Design core_data_router, sky130hd; sources not shown.
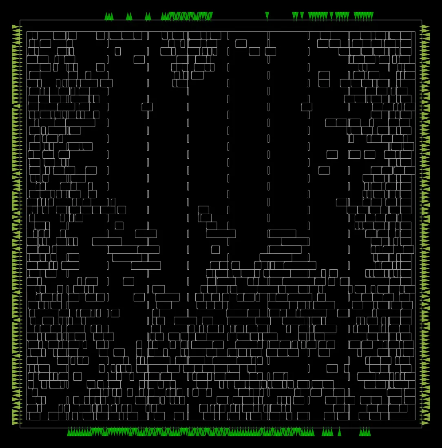
**Above:** placement view.
Fillers: 1,936
final core occ: 36.3%
fin cells: 992
Rows: 49

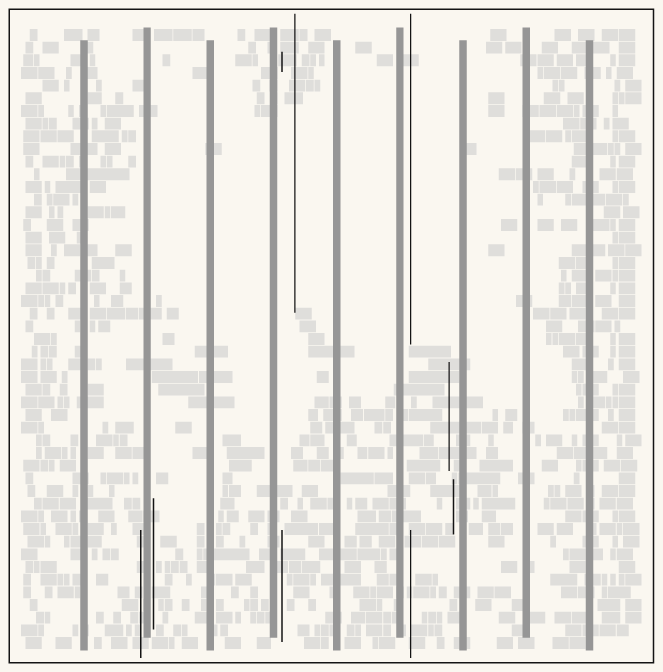
**Above:** the metal 4 layer.
Supply wires on this layer in gray.
nets with wire on the layer: 9
wire length on this layer: 280 um
longest straight run: 70.7 um
main direction: vertical
share of all routed wire: 1.7%
Routed WL: 16,900 um
Vias: 4,039

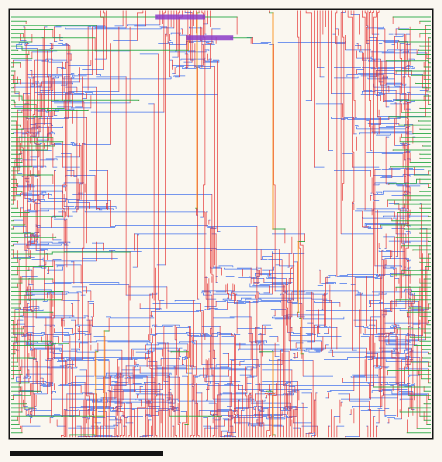
**Above:** signal wires by layer.
The bar under the picture is 50 um long.
legend:
  orange:
    layer: M4
    wire_length: 280 um
  green:
    layer: M3
    wire_length: 1,440 um
  purple:
    layer: M5
    wire_length: 28.5 um
  red:
    layer: M2
    wire_length: 9,170 um
  blue:
    layer: M1
    wire_length: 5,960 um
drt wl/cell: 17.0 um
global router's overall resource usage: 16.6%

==> results.sh <==
# physical design summary
export IMPL_status="finished, final reports clean"
export IMPL_via_per_inst=4.07
export IMPL_htreeDepth=1
export IMPL_die_area_mm2=0.0193
export IMPL_finalPower_mw=1.15
export IMPL_initCoreUtil_pct=12.5
export IMPL_maxSlewViolCount=0
export IMPL_ys_top_cells_by_count="117 x nand2_1, 87 x nor2_1, 58 x a21oi_1"
export IMPL_netSwitchingPower_mw=0.495
export IMPL_ys_types=34
export IMPL_clk_latency_ns=0.24
export IMPL_top_logic_kind="simple AND/OR/NAND/NOR gates"
export IMPL_worst_path_max_delay_cell="or4_4"
export IMPL_drive_above_1_share_pct=23.0
export IMPL_dp_cells=969
export IMPL_grt_met1_usage_pct=16.7
export IMPL_rr_worst_depth=12
export IMPL_cpMostUsedCell="buf_6"
export IMPL_hold_viol=0
export IMPL_seqCellArea_um2=240
export IMPL_p_comb_mw=0.903
export IMPL_busiest_layer="met2"
export IMPL_hold_depth=1
export IMPL_skew_ns=0.00216
export IMPL_cp_max_fo=4
export IMPL_cp_end_kind="output pin"
export IMPL_dpl_cell_area_mm2=0.00614
export IMPL_layout_min_cycle_time_ns=4.74
export IMPL_bufAreaShareNonClock_pct=57.7
export IMPL_cts_buffer_depth=2
export IMPL_ant_nets=0
export IMPL_crit_buf_inv=3
export IMPL_p_seq_share_pct=8.8
export IMPL_top_area_cell="mux2i_1"
export IMPL_largest_cell_class="buffers"
export IMPL_cts_resized=392
==> cells in the final DEF (no fill, tap or decap), types with 3 or more instances in the layout <==
cell / instances
buf_6: 12
mux2i_2: 7
edfxtp_1: 4
mux2i_1: 40
buf_12: 5
a21oi_2: 9
xor2_1: 3
nor2_4: 3
clkbuf_16: 3
buf_16: 6
a21oi_4: 7
clkdlybuf4s50_1: 268
mux2i_4: 3
inv_1: 3
nand2_1: 116
nor2_1: 83
nor2b_1: 3
buf_4: 44
dfxtp_1: 6
buf_2: 59
a21oi_1: 43
==> cells by family (layout without fill, tap and decap cells) <==
kind of cell / Yosys count / in the layout
AOI/OAI and AO/OA: 65 / 65
xor gates and xnor gates: 5 / 5
buffers and inverters: 36 / 404
DFF: 10 / 10
muxes: 52 / 52
other: 0 / 1
and+or+nand+nor: 226 / 226
